==> config.mk <==
export PLATFORM = sky130hd
export DESIGN_NAME = register_file
export DESIGN_NICKNAME = d
export VERILOG_FILES = /design/src/rtl/register_file.sv
export SDC_FILE = /design/constraint.sdc
export NUM_CORES = 1
export LEC_CHECK = 0
export CORE_UTILIZATION = 35
export CTS_CLUSTER_SIZE = 12
export DETAILED_ROUTE_END_ITERATION = 7
export GPL_ROUTABILITY_DRIVEN = 0
export GPL_TIMING_DRIVEN = 0
export PLACE_DENSITY_LB_ADDON = 0.08
export SKIP_LAST_GASP = 1
export SYNTH_ARGS = -nofsm -noshare
export SYNTH_HDL_FRONTEND = slang
export SYNTH_SLANG_ARGS = --single-unit
export TNS_END_PERCENT = 20
==> constraint.sdc <==
create_clock -name clk -period 3.2 [get_ports clk]
set_input_delay 0.96 -clock clk [delete_from_list [all_inputs] [get_ports clk]]
set_output_delay 0.96 -clock clk [all_outputs]
set_load 0.05 [all_outputs]
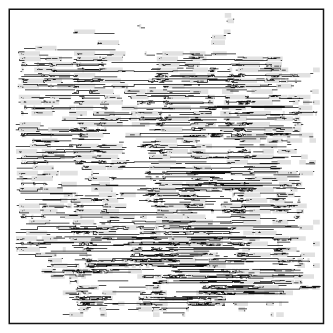
Fig. 1. Signal wires on met1.
(2 px per um) Cells faint in the background.
longest straight run: 61.2 um
wire length on this layer: 9,840 um
via count: 5,398
met1 Usage GRT: 0.251

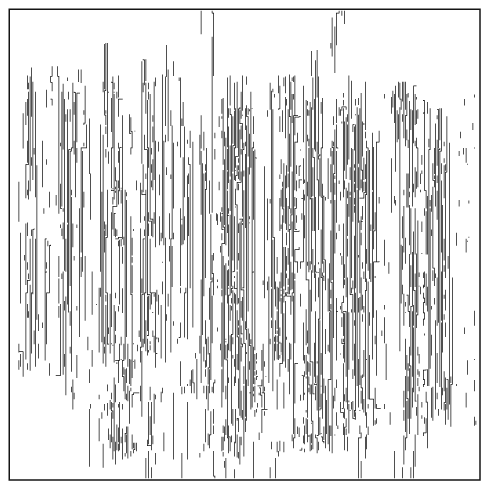
Fig. 2. The metal 2 layer.
(3 px per um)
nets with wire on the layer: 577
share of all routed wire: 54%
longest straight run: 87.0 um
wire length on this layer: 13,500 um
Post-Route WL: 25,100 um
met2 Track Usage GR: 0.396

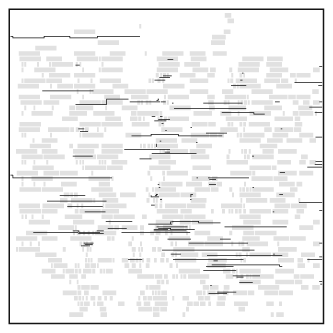
Fig. 3. The metal 3 layer.
(2 px per um) Cells faint in the background.
main direction: horizontal
wire length on this layer: 1,150 um
share of all routed wire: 4.6%
nets with wire on the layer: 69
met3 usage: 0.0465

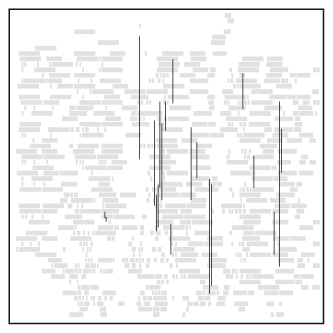
Fig. 4. M4 wires.
(2 px per um) Cells faint in the background.
share of all routed wire: 2.4%
wire length on this layer: 599 um
main direction: vertical

==> flow_summary.yaml <==
# physical design summary
worst_hold_path:
  whs_path_depth: 2
  hp-class: "reg -> reg"
setup_path:
  regToRegSetupSlack_ns: 0.10
  worstPathCellList: "clkdlybuf4s50_1, nor3b_1, nor4bb_1, buf_2, nand2b_1, o21ai_0"
  crit_arrival_ns: 3.37
  critical_path_class: "in -> reg"
  start_kind: "primary input"
  cp.required_ns: 3.37
  critical_path_buf_inv_count: 2
  worst_path_largest_cell_delay_ns: 0.63
  cp_max_fo: 10
  cp_top_family: "simple AND/OR/NAND/NOR gates"
detailed_routing:
  top_layer_used: "met4"
  met1_length_um: 9840
  first_iter_violations: 363
  vias_per_cell: 5.51
  wire_per_inst_um: 25.6
  dr_wl_met3_um: 1150
  first_pass_iters: 5
  postRouteAntennaNets: 0
timing:
  fmax_mhz: 312
  rsz0062_at_grt: "true"
  fin_setup_tns_ns: -0.00309
  max-slew-margin-rel: 0.245
  period_used_share: 1.00
  min_period_ns: 3.20
  skew_ns: 0.0158
  fin_ws_ns: -0.00309
  finalSetupViolCount: 1
  hold_ws_ns: 0.556
  hold_violations: 0
power:
  power_frac_seq: 0.430
  clk-power_uw: 2070
  peakVddDrop_mv: 0.289
  power_leader: "registers"
  internal_power_uw: 3760
  p_leak_uw: 0.00325
  power.total_uw: 5450
  p_sw_uw: 1690
  power_density_nw_per_um2: 566
final_layout:
  nFillCells: 2233
  register_area_um2: 4360
  fin_util: 0.411
  lay_top_count: "edfxtp_1"
  combGateArea_um2: 3720
  drive_gt1_frac: 0.219
  nNonClkBuffers: 66
  final_nets: 674
  comb_share: 0.386
  clkCellAreaFrac: 0.0651
  area_delta_synth_final_pct: 15.4
  comb_cells: 401
  largest_class: "flip-flops and latches"
  sh_seq_area: 0.453
  n_clock_buffer: 17
  final_cell_mix: "edfxtp_1 (128), nor2_1 (86), nand2_1 (65)"
  nonClkBufAreaFrac: 0.0513
place:
  hpwl_um: 16400
  dp_worst_setup_slack_ns: -0.632
  place_area_um2: 8970
  place_inst: 944
  numPortBuffers: 23
global_routing:
  grt_use_total: 0.219
  grt_busiest_layer: "met2"
  grt_start_max_net_pins: 20
  grt_pass1_wl_um: 36400
  antenna_found_initial: 1
floorplan:
  initial_core_util: 0.357
  io_pins: 40
  core_area_um2: 23400
  die_height_um: 156
  rows: 56
  die_area_um2: 24500
flow_run:
  maxCapViolations: 0
  log.warning_count: 31
synthesis:
  synth_area_um2: 8340
  async_reset_ff_frac: 0
  top_cell: "edfxtp_1"
  yosys_warnings: 0
  area_leaders: "edfxtp_1 (46%), mux4_2 (12%), mux4_1 (6.6%)"
  ys_types: 45
  yosys.area_share.aoi: 0.0636
  ff_type: "edfxtp_1"
  synth_area_per_cell_um2: 13.9
  ys_top_cells_by_count: "edfxtp_1 (128), nor2_1 (87), nand2_1 (65), o21ai_0 (46), mux4_2 (43)"
  ys_ff: 154
  synthMuxAreaShare: 0.247
  ys_cells: 602
  ys_sh_adder: 0.00900
  xor_share: 0.00630
  yosys.area.top_type_share: 0.461
  simple_gate_share: 0.118
  syn_nets: 630
  top_area_cell: "edfxtp_1"
clock_network:
  clock_latency_ns: 0.44
  cts_sinks: 154
  cts_buffers: 17
  cts-root-buf: "clkbuf_16"
  cts_resized: 1
  cts.path.max_buffers: 2
  clk_pin_slew_ns: 0.07
  cts_tree: "yes"
outcome:
  violations: "negative setup slack"
  status: "finished with violations"
Power is estimated from default activity; no workload was simulated.
